File: config.mk
export PLATFORM = sky130hd
export DESIGN_NAME = bcd_digit_counter_flat
export DESIGN_NICKNAME = d
export VERILOG_FILES = /design/src/rtl/seven_seg_pkg.sv /design/src/rtl/bcd_digit_counter_if.sv /design/src/rtl/tick_prescaler.sv /design/src/rtl/bcd_digit_counter.sv /design/src/flat_wrapper.sv
export SDC_FILE = /design/constraint.sdc
export NUM_CORES = 1
export LEC_CHECK = 0
export CORE_MARGIN = 5
export CORE_UTILIZATION = 31
export CTS_CLUSTER_DIAMETER = 50
export DETAILED_ROUTE_END_ITERATION = 8
export GPL_ROUTABILITY_DRIVEN = 0
export SLEW_MARGIN = 20
export SYNTH_ARGS = -nofsm -noshare
export SYNTH_HDL_FRONTEND = slang
export SYNTH_SLANG_ARGS = --single-unit
File: constraint.sdc
create_clock -name clk -period 1.4 [get_ports clk]
set_input_delay 0.28 -clock clk [delete_from_list [all_inputs] [get_ports clk]]
set_output_delay 0.28 -clock clk [all_outputs]
set_load 0.03 [all_outputs]
File: src/rtl/seven_seg_pkg.sv
// Shared BCD types and helpers for the seven-segment digit path.
// BCD_DOWN_EN adds the decrement helper used by the down-count path.
package seven_seg_pkg;

    localparam logic [3:0] BCD_MAX = 4'd9;
    localparam logic [3:0] BCD_MIN = 4'd0;

    typedef logic [3:0] bcd_t;

    // Out-of-range codes collapse to zero so the decoder never sees 10-15.
    function automatic bcd_t bcd_clamp(input logic [3:0] v);
        return (v > BCD_MAX) ? BCD_MIN : v;
    endfunction

    function automatic bcd_t bcd_inc(input bcd_t v);
        return (v == BCD_MAX) ? BCD_MIN : v + 4'd1;
    endfunction

`ifdef BCD_DOWN_EN
    function automatic bcd_t bcd_dec(input bcd_t v);
        return (v == BCD_MIN) ? BCD_MAX : v - 4'd1;
    endfunction
`endif

endpackage

File: src/rtl/bcd_digit_counter_if.sv
// Control/output bundle between a digit counter and its driver/decoder.
// BCD_DOWN_EN adds the up direction signal.
interface bcd_digit_counter_if;
    import seven_seg_pkg::*;

    logic en;
    logic load;
    bcd_t load_val;
`ifdef BCD_DOWN_EN
    logic up;
`endif
    logic W, X, Y, Z;
    logic tick;
    logic carry;

`ifdef BCD_DOWN_EN
    modport master (output en, load, load_val, up, input W, X, Y, Z, tick, carry);
    modport slave  (input en, load, load_val, up, output W, X, Y, Z, tick, carry);
`else
    modport master (output en, load, load_val, input W, X, Y, Z, tick, carry);
    modport slave  (input en, load, load_val, output W, X, Y, Z, tick, carry);
`endif

endinterface

File: src/rtl/tick_prescaler.sv
// Divides enabled cycles by PRESCALE; step is high on the last enabled cycle
// of each prescale period unless clr (load) overrides it.
module tick_prescaler #(
    parameter int PRESCALE = 4
) (
    input  logic clk,
    input  logic rst_n,
    input  logic en,
    input  logic clr,
    output logic step
);

    localparam int PW = (PRESCALE > 1) ? $clog2(PRESCALE) : 1;
    localparam logic [PW-1:0] LAST = PW'(PRESCALE - 1);

    logic [PW-1:0] pcnt_d, pcnt_q;

    assign step = en && !clr && (pcnt_q == LAST);

    always_comb begin
        pcnt_d = pcnt_q;
        if (clr)
            pcnt_d = '0;
        else if (en)
            pcnt_d = (pcnt_q == LAST) ? '0 : pcnt_q + 1'b1;
    end

    always_ff @(posedge clk or negedge rst_n) begin
        if (!rst_n) pcnt_q <= '0;
        else        pcnt_q <= pcnt_d;
    end

endmodule

File: src/rtl/bcd_digit_counter.sv
// Single BCD digit with prescaled stepping, load, tick and chain carry.
// BCD_DOWN_EN enables down counting via bus.up.
module bcd_digit_counter
    import seven_seg_pkg::*;
#(
    parameter int PRESCALE = 4
) (
    input  logic                clk,
    input  logic                rst_n,
    bcd_digit_counter_if.slave  bus
);

    logic step;
    bcd_t cnt_d, cnt_q;
    logic tick_d, tick_q;
    logic carry_d, carry_q;

    tick_prescaler #(.PRESCALE(PRESCALE)) u_prescaler (
        .clk   (clk),
        .rst_n (rst_n),
        .en    (bus.en),
        .clr   (bus.load),
        .step  (step)
    );

    // step is already masked by load inside the prescaler, so load wins.
    always_comb begin
        cnt_d   = cnt_q;
        tick_d  = 1'b0;
        carry_d = 1'b0;
        if (bus.load) begin
            cnt_d = bcd_clamp(bus.load_val);
        end else if (step) begin
            tick_d = 1'b1;
`ifdef BCD_DOWN_EN
            if (!bus.up) begin
                cnt_d   = bcd_dec(cnt_q);
                carry_d = (cnt_q == BCD_MIN);
            end else
`endif
            begin
                cnt_d   = bcd_inc(cnt_q);
                carry_d = (cnt_q == BCD_MAX);
            end
        end
    end

    always_ff @(posedge clk or negedge rst_n) begin
        if (!rst_n) begin
            cnt_q   <= BCD_MIN;
            tick_q  <= 1'b0;
            carry_q <= 1'b0;
        end else begin
            cnt_q   <= cnt_d;
            tick_q  <= tick_d;
            carry_q <= carry_d;
        end
    end

    assign {bus.W, bus.X, bus.Y, bus.Z} = cnt_q;
    assign bus.tick  = tick_q;
    assign bus.carry = carry_q;

endmodule

File: src/flat_wrapper.sv
// flat-port wrapper written by rule: the top's interface ports become plain ports
module bcd_digit_counter_flat import seven_seg_pkg::*;
#(
    parameter int PRESCALE = 4
)
  (clk, rst_n, bus_en, bus_load, bus_load_val, bus_W, bus_X, bus_Y, bus_Z, bus_tick, bus_carry);
  bcd_digit_counter_if bus_i ();
  input  logic clk;
  input  logic rst_n;
  input wire logic [$bits(bus_i.en)-1:0] bus_en;
  input wire logic [$bits(bus_i.load)-1:0] bus_load;
  input wire logic [$bits(bus_i.load_val)-1:0] bus_load_val;
  output wire logic [$bits(bus_i.W)-1:0] bus_W;
  output wire logic [$bits(bus_i.X)-1:0] bus_X;
  output wire logic [$bits(bus_i.Y)-1:0] bus_Y;
  output wire logic [$bits(bus_i.Z)-1:0] bus_Z;
  output wire logic [$bits(bus_i.tick)-1:0] bus_tick;
  output wire logic [$bits(bus_i.carry)-1:0] bus_carry;
  assign bus_i.en = bus_en;
  assign bus_i.load = bus_load;
  assign bus_i.load_val = bus_load_val;
  assign bus_W = bus_i.W;
  assign bus_X = bus_i.X;
  assign bus_Y = bus_i.Y;
  assign bus_Z = bus_i.Z;
  assign bus_tick = bus_i.tick;
  assign bus_carry = bus_i.carry;
  bcd_digit_counter #(.PRESCALE(PRESCALE)) u_core (.clk(clk), .rst_n(rst_n), .bus(bus_i));
endmodule
==> ci_impl_report.md, run 1 <==
## PnR job results

| Metric | Value |
|---|---|
| Post-Place Setup Slack | `-0.0901 ns` |
| Cts hold-fix bufs | `0` |
| Total wire length | `892 um` |
| Gr usage total | `10.4%` |
| Fmax achieved | `0.761 GHz` |
| Final worst path period need | `around 1.3 ns` |
| FF-to-FF End | `u_core.cnt_q[1]` |
| CP Cell Sequence | `dlygate4sd2_1` |
| Dpl hpwl | `730 um` |
| Global-route wire length before repair | `1460 um` |
| Root buffer cell | `clkbuf_4` |
| Crit path DAT | `1.03 ns` |
| Power density over the cells | `870 nW/um2` |
| Status | `finished, final reports clean` |
| PortBufs | `13` |
| CP Class | `reg2out` |
| Die H | `46.4 um` |
| Die ar. | `2160 um2` |
| 1st-pass router iterations | `3` |
| Final ANT Viol Nets | `0` |
| Yosys top cell by area | `dfrtp_1` |
| Detailed Route Iter0 Violations | `7` |
| Antenna diode count | `0` |
| Initial core utilization | `32.0%` |
| OpenROAD warning count | `26` |
| GRT overflow | `0` |
==> run 1: stage by stage <==
step	power, uW	hold slack [ns]	instance area (um2)	util (%)
after floorplan	316	-0.0156	412	-
after global placement	388	0.511	619	48.2
after detailed placement	390	0.521	619	48.2
after CTS	568	0.324	637	49.6
after global routing	589	0.360	637	49.6
final	554	0.318	637	49.6
==> run 1: repair_timing <==
action | in CTS | in global routing
setup buffers | 0 | 0
gates resized | 4 | 0
endpoints found under the setup margin | 4 | 0
==> run 1: worst max path at each step <==
stage / end / slack, ns / cells past startpoint / startpoint
finish: bus_W / 0.09 / 1 / u_core.cnt_q[3]
global route: u_core.cnt_q[1] / 0.03 / 4 / u_core.u_prescaler.pcnt_q[0]
CTS: bus_W / 0.06 / 1 / u_core.cnt_q[3]
detailed placement: u_core.cnt_q[1] / -0.09 / 4 / bus_en
global placement: u_core.cnt_q[3] / -0.07 / 5 / bus_en
floorplan: u_core.cnt_q[3] / 0.03 / 3 / u_core.cnt_q[2]
==> run 1: layout by cell type, fill, tap and decap left out <==
master | synthesis | final
nand4_1 | 1 | 1
xor2_1 | 2 | 2
o21ai_0 | 3 | 3
mux2i_1 | 2 | 2
dfrtp_1 | 8 | 8
o211ai_1 | 1 | 1
or4b_1 | 1 | 1
inv_1 | 1 | 1
clkdlybuf4s50_1 | 0 | 7
nor2_1 | 5 | 5
nand3_2 | 1 | 1
nand2_1 | 1 | 1
clkbuf_4 | 0 | 3
nand2b_1 | 1 | 1
or2b_2 | 1 | 1
dlygate4sd2_1 | 0 | 4
buf_4 | 0 | 11
nand3b_1 | 4 | 4
ha_1 | 1 | 1
nand3_1 | 3 | 3
nor4_1 | 1 | 1
a2111o_1 | 1 | 1
a21oi_1 | 1 | 1
==> run 1: sequential cells by signal, indices dropped and copies added (netlist names) <==
signal / cells
u_core.cnt_q: 4
u_core.bus.tick: 1
u_core.bus.carry: 1
u_core.u_prescaler.pcnt_q: 2
==> run 1: cells by family after synthesis <==
family	Yosys count	share of synthesized area [%]
DFF	8	48.6
buffers and inverters	2	1.82
muxes	2	4.86
adders and majority gates	1	3.04
and+or+nand+nor	19	28.0
AOI/OAI and AO/OA	6	9.42
xor gates and xnor gates	2	4.26
==> run 1: power breakdown <==
group | leakage (uW) | switching, uW | internal (uW)
clock | 0.0000138 | 74.9 | 97.9
combinational | 0.000181 | 62.2 | 62.4
sequential | 0.000107 | 10.7 | 246
==> run 1: routing by layer <==
layer  routed length (um)  GRT usage [%]
met4                   27           10.2
met2                  409           16.2
met3                   74           2.73
met5                    0              0
met1                  380           11.0
==> run 1: layout make-up <==
cell class                      count  area (um2)
Timing Repair Buffer               22         188
Sequential cell                     8         200
Inverter                            1        3.75
Clock buffer                        3        22.5
Tap cell                           15        18.8
Fill cell                         128         648
Multi-Input combinational cell     30         204
Figure 1. Placed standard cells (run 1).
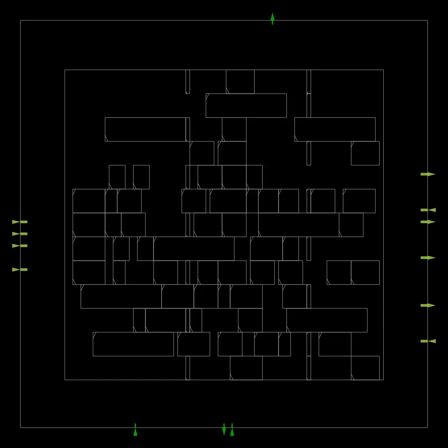
FP Rows: 13
Core ar.: 1280 um2
num sequential: 8
fin cells: 79
n_taps: 15

Figure 2. I/O nets highlighted (run 1).
Scale: 6 px per um.
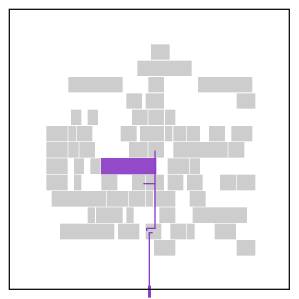
bus_Z: marked purple, bits 1, direction output, edge bottom, end cells 1, buffers 1, wire 26.0 um.

Figure 3. Signal wires by layer (run 1).
Scale: 10 px per um. Two of the layers only.
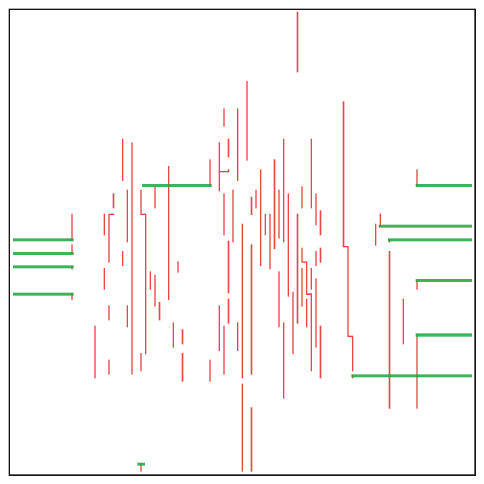
metal 2: marked red, wire length 409 um. metal 3: marked green, wire length 74.8 um.

==> run 2, diff against run 1 <==
--- a/config.mk
+++ b/config.mk
@@ -5,11 +5,13 @@
 export SDC_FILE = /design/constraint.sdc
 export NUM_CORES = 1
 export LEC_CHECK = 0
+export ABC_CLOCK_PERIOD_IN_PS = 1400
 export CORE_MARGIN = 5
 export CORE_UTILIZATION = 31
 export CTS_CLUSTER_DIAMETER = 50
 export DETAILED_ROUTE_END_ITERATION = 8
 export GPL_ROUTABILITY_DRIVEN = 0
+export PLACE_DENSITY_LB_ADDON = 0.12
 export SLEW_MARGIN = 20
 export SYNTH_ARGS = -nofsm -noshare
 export SYNTH_HDL_FRONTEND = slang
==> run 2 against run 1 <==
Against the previous run:
- clock skew increased by 0.0023 ns
- global-route usage increased by 1.4 points
- synthesized area unchanged
- power increased by 1.4%
- synthesized cell count unchanged
- count of clock-buffer cells in the layout unchanged
- sequential share of layout area increased by 0.63 points
- cell count decreased by 2.5%
- routed wire length increased by 27%
- fmax decreased by 1.2%
- register-to-register slack got worse by 0.03 ns
- largest power group unchanged
==> ci_impl_report.md, run 2 <==
## PnR job results

| Metric | Value |
|---|---|
| Status | `finished, final reports clean (unchanged)` |
| FP Rows | `13 (unchanged)` |
| Root buffer cell | `clkbuf_4 (unchanged)` |
| Largest reg by FF count | `u_core.cnt_q (unchanged)` |
| Final ANT Viol Nets | `0 (unchanged)` |
| Yosys top cell by area | `dfrtp_1 (unchanged)` |
| PortBufs | `13 (unchanged)` |
| Total design power | `561 uW (was 554 uW)` |
| P_int | `405 uW (was 406 uW)` |
| Comb pwr share | `22.3% (was 22.5%)` |
| FF-to-FF End | `u_core.cnt_q[1] (unchanged)` |
| Initial core utilization | `32.0% (unchanged)` |
| Top-count cell post-synth | `dfrtp_1 (unchanged)` |
| Max reg flops | `4 (unchanged)` |
| Dpl hpwl | `868 um (was 730 um)` |
| Sw Pwr | `157 uW (was 148 uW)` |
| Sw frac | `27.9% (was 26.7%)` |
| Total wire length | `1130 um (was 892 um)` |
| Clock power share | `31.6% (was 31.2%)` |
| Crit path DAT | `1.52 ns (was 1.03 ns)` |
| Most frequent logic cell in the layout | `buf_4 (unchanged)` |
| Fmax achieved | `0.752 GHz (was 0.761 GHz)` |
| Gr usage total | `11.8% (was 10.4%)` |
| Top Registers | `u_core.cnt_q x4, u_core.u_prescaler.pcnt_q x2 (unchanged)` |
| Antenna diode count | `0 (unchanged)` |
| Cts hold-fix bufs | `0 (unchanged)` |
| Worst hold slack | `0.303 ns (was 0.318 ns)` |
| Fin nets | `73 (was 75)` |
| Dpl cell area | `604 um2 (was 619 um2)` |
| Die ar. | `2160 um2 (unchanged)` |
| Power density over the cells | `899 nW/um2 (was 870 nW/um2)` |
| Core ar. | `1280 um2 (unchanged)` |
| Cts repair resizes | `4 (unchanged)` |
| CP Class | `reg2reg (was reg2out)` |
| Detailed Route Iter0 Violations | `8 (was 7)` |
| Die H | `46.4 um (unchanged)` |
| OpenROAD warning count | `26 (unchanged)` |
| RSZ-0062 raised after global routing | `false (unchanged)` |
| 1st-pass router iterations | `4 (was 3)` |
| Final worst path period need | `1.33 ns (was 1.31 ns)` |
## run 2: layer usage
layer / share of wire (%) / track usage, % / routed length (um)
met1: 39 / 11.3 / 439
met2: 53 / 21.2 / 606
met3: 7.8 / 4.30 / 88
met4: 0 / 6.82 / 0
met5: 0 / 0 / 0
## run 2: power groups by stage
stage               sequential [uW]  combinational, uW  clock [uW]
finish                          259                125         177
global route                    261                135         186
CTS                             259                125         178
detailed placement              262                127           0
global placement                262                123           0
floorplan                       283               33.8           0
## run 2: final cells by class
cell class,instances,area (um2)
sequential,8,200
multi-input combinational,30,206
inverter,1,3.75
fill,127,661
timing repair buffer,20,173
tap,15,18.8
clock buffer,3,22.5
## run 2: per-stage QoR
step | setup TNS (ns) | instances
5_1_grt | 0 | 77
3_3_place_gp | -0.147 | 74
2_1_floorplan | 0 | 40
4_1_cts | 0 | 77
6_report | 0 | 77
3_5_place_dp | -0.217 | 74
## run 2: cell families after synthesis
| kind of cell | after synthesis | share of synthesized area [%] |
|---|---|---|
| xor gates and xnor gates | 2 | 4.26 |
| muxes | 2 | 4.86 |
| and+or+nand+nor | 19 | 28.0 |
| DFF | 8 | 48.6 |
| AOI/OAI and AO/OA | 6 | 9.42 |
| buffers and inverters | 2 | 1.82 |
| adders and majority gates | 1 | 3.04 |
## run 2: worst max-delay path, stage by stage (launching register included)
cell     delay [ns]
dfrtp_1        0.38
ha_2           0.24
nand3_2        0.09
or4b_1         0.47
nand3_1        0.09
## run 2: worst max path at each step
stage,endpoint,slack [ns],depth (start not counted)
global route,u_core.cnt_q[1],0.01,4
detailed placement,u_core.cnt_q[1],-0.1,4
global placement,u_core.cnt_q[3],-0.08,5
CTS,u_core.cnt_q[1],0.04,4
finish,u_core.cnt_q[1],0.07,4
floorplan,u_core.cnt_q[3],0.03,3
Figure 4. Cells by drive strength (run 2).
Scale: 10 px per um.
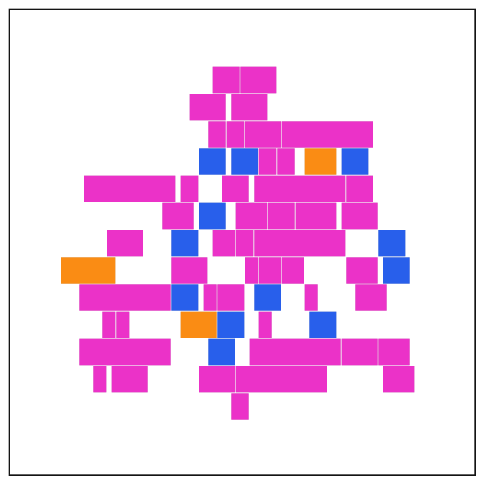
_3 and _4 cells: marked blue, cells 12, share 19%. _0 and _1 cells: marked magenta, cells 47, share 76%. _2 cells: marked orange, cells 3, share 4.8%.
crit path setup slack, layout: 0.0706 ns
count of non-CTS buffers in the layout: 20
Area Growth Syn to Fin: 51.7%
Design Area, Final: 624 um2

Figure 5. Placed standard cells (run 2).
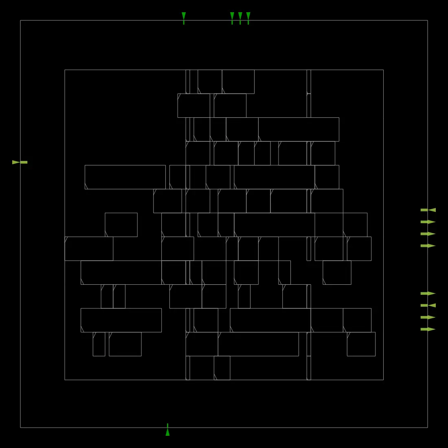
fillers: 127
utilization after layout: 48.6%
fin cells: 77
sequential share of cell area: 32.1%

==> run 3, diff against run 2 <==
--- a/config.mk
+++ b/config.mk
@@ -11,8 +11,11 @@
 export CTS_CLUSTER_DIAMETER = 50
 export DETAILED_ROUTE_END_ITERATION = 8
 export GPL_ROUTABILITY_DRIVEN = 0
+export GPL_TIMING_DRIVEN = 0
 export PLACE_DENSITY_LB_ADDON = 0.12
+export REMOVE_ABC_BUFFERS = 1
 export SLEW_MARGIN = 20
 export SYNTH_ARGS = -nofsm -noshare
 export SYNTH_HDL_FRONTEND = slang
 export SYNTH_SLANG_ARGS = --single-unit
+export TNS_END_PERCENT = 5
Figure 6. I/O nets highlighted (run 3).
Scale: 6 px per um.
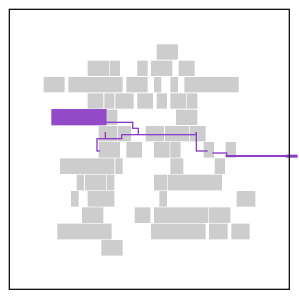
bus_Z: marked purple, bits 1, direction output, edge right, end cells 1, buffers 1, wire 46.3 um.
PortBufs: 13
I/O Pins: 14

==> run 3 against run 2 <==
Against the previous run:
- highest routed layer is now met4
- register-to-register slack lost 0.02 ns
- critical path type is now in2reg
- core utilization is 5.0 points lower
- combinational power is 23% lower
- setup slack worse by 0.050 ns
==> ci_impl_report.md, run 3 <==
## PnR job results

| Metric | Value |
|---|---|
| Fillers | `136 (was 127)` |
| CP max stage delay | `0.59 ns (was 0.47 ns)` |
| Die ar. | `2160 um2 (unchanged)` |
| Status | `finished, final reports clean (unchanged)` |
| CP bufs+invs | `1 (was 0)` |
| Gr usage total | `9.63% (was 11.8%)` |
| Top-count cell post-synth | `dfrtp_1 (unchanged)` |
| Mux share | `4.86% (unchanged)` |
| Initial core utilization | `32.0% (unchanged)` |
| 1st-pass router iterations | `1 (was 4)` |
| CP Cell Sequence | `clkdlybuf4s50_1 > nand3_2 > or4b_1 > nand3_1 (was ha_2 > nand3_2 > or4b_1 > nand3_1)` |
| Die H | `46.4 um (unchanged)` |
| Fmax achieved | `0.725 GHz (was 0.752 GHz)` |
| Area Growth Syn to Fin | `36.2% (was 51.7%)` |
| XOR/XNOR Area Share | `4.26% (unchanged)` |
| Total wire length | `895 um (was 1130 um)` |
| Yosys simple share | `28.0% (unchanged)` |
| Antenna diode count | `0 (unchanged)` |
| Root buffer cell | `clkbuf_4 (unchanged)` |
| FP Rows | `13 (unchanged)` |
| Top Registers | `u_core.cnt_q x4, u_core.u_prescaler.pcnt_q x2 (unchanged)` |
| Max reg flops | `4 (unchanged)` |
| Global-route wire length before repair | `1320 um (was 1690 um)` |
| Dpl cell area | `557 um2 (was 604 um2)` |
Figure 7. Pin map (run 3).
Scale: 10 px per um. Pins as bars across the die edge, other pins in grey.
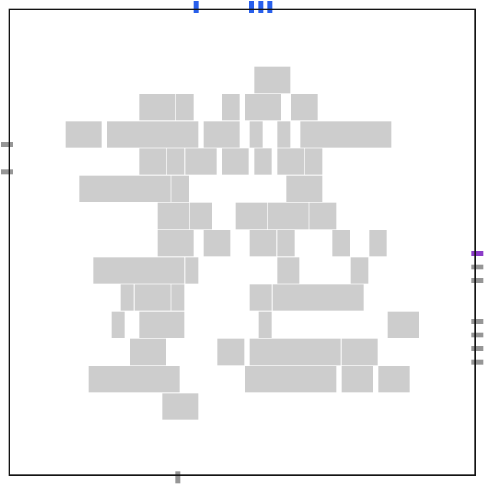
bus_load_val: marked blue, pins 4, direction input, edge top. bus_Z: marked purple, pins 1, direction output, edge right.

[run 3: cell counts after synthesis]
Identical to the previous run, type by type.
[run 3: cell type report]
type | count | area, um2 | area share [%]
tap | 15 | 18.8 | 3.35
inverter | 1 | 3.75 | 0.670
timing repair buffer | 13 | 111 | 19.9
sequential | 8 | 200 | 35.7
multi-input combinational | 30 | 204 | 36.4
clock buffer | 3 | 22.5 | 4.02
[run 3: final timing paths]
kind	startpoint	endpoint	slack (ns)	depth (start not counted)
setup / recovery	bus_en	u_core.cnt_q[1]	0.02	4
hold / removal	rst_n	u_core.cnt_q[1]	0.31	1
setup reg to reg	u_core.u_prescaler.pcnt_q[0]	u_core.cnt_q[1]	0.05	4
hold reg to reg	u_core.u_prescaler.pcnt_q[1]	u_core.u_prescaler.pcnt_q[1]	0.53	2
max in group asynchronous	rst_n	u_core.u_prescaler.pcnt_q[1]	0.81	1
min in group clk	u_core.u_prescaler.pcnt_q[1]	u_core.u_prescaler.pcnt_q[1]	0.53	2
[run 3: where the power goes]
part / total (uW) / internal (uW) / leakage (uW) / switching [uW]
sequential: 264 / 246 / 0.000107 / 17.8
clock: 175 / 98.0 / 0.0000138 / 76.8
combinational: 96.1 / 43.2 / 0.000134 / 52.9
[run 3: cell families after synthesis]
group                    Yosys count
XOR/XNOR                           2
flip-flops                         8
buffers and inverters              2
AND-OR/OR-AND                      6
AND/OR/NAND/NOR                   19
multiplexers                       2
adder cells (fa/ha/maj)            1
[run 3: stage by stage]
step                TNS (ns)  util, %  cells  setup slack, ns  total power (uW)
global route               0     43.6     70         0.000728               572
global placement      -0.390     43.3     67           -0.237               370
detailed placement    -0.505     43.3     67           -0.255               374
CTS                        0     44.8     70           0.0137               548
floorplan                  0        -     39           0.0313               313
finish                     0     43.6     70           0.0204               535
[run 3: routing by layer]
metal / GRT usage (%) / up-vias / wire (um) / share of wire, %
li1: - / 177 / - / -
met1: 10.1 / 165 / 387 / 43
met2: 14.0 / 12 / 409 / 46
met3: 5.86 / 4 / 81 / 9.1
met4: 6.82 / 0 / 16 / 1.8
met5: 0 / - / 0 / 0
[run 3: timing repair]
| item | in CTS | in global routing |
|---|---|---|
| setup endpoints to repair | 6 | 3 |
| buffers inserted | 0 | 0 |
| gates resized | 9 | 3 |
| pin swaps | 0 | 0 |
| endpoints found under the hold margin | 0 | 0 |
Power is estimated from default activity; no workload was simulated.
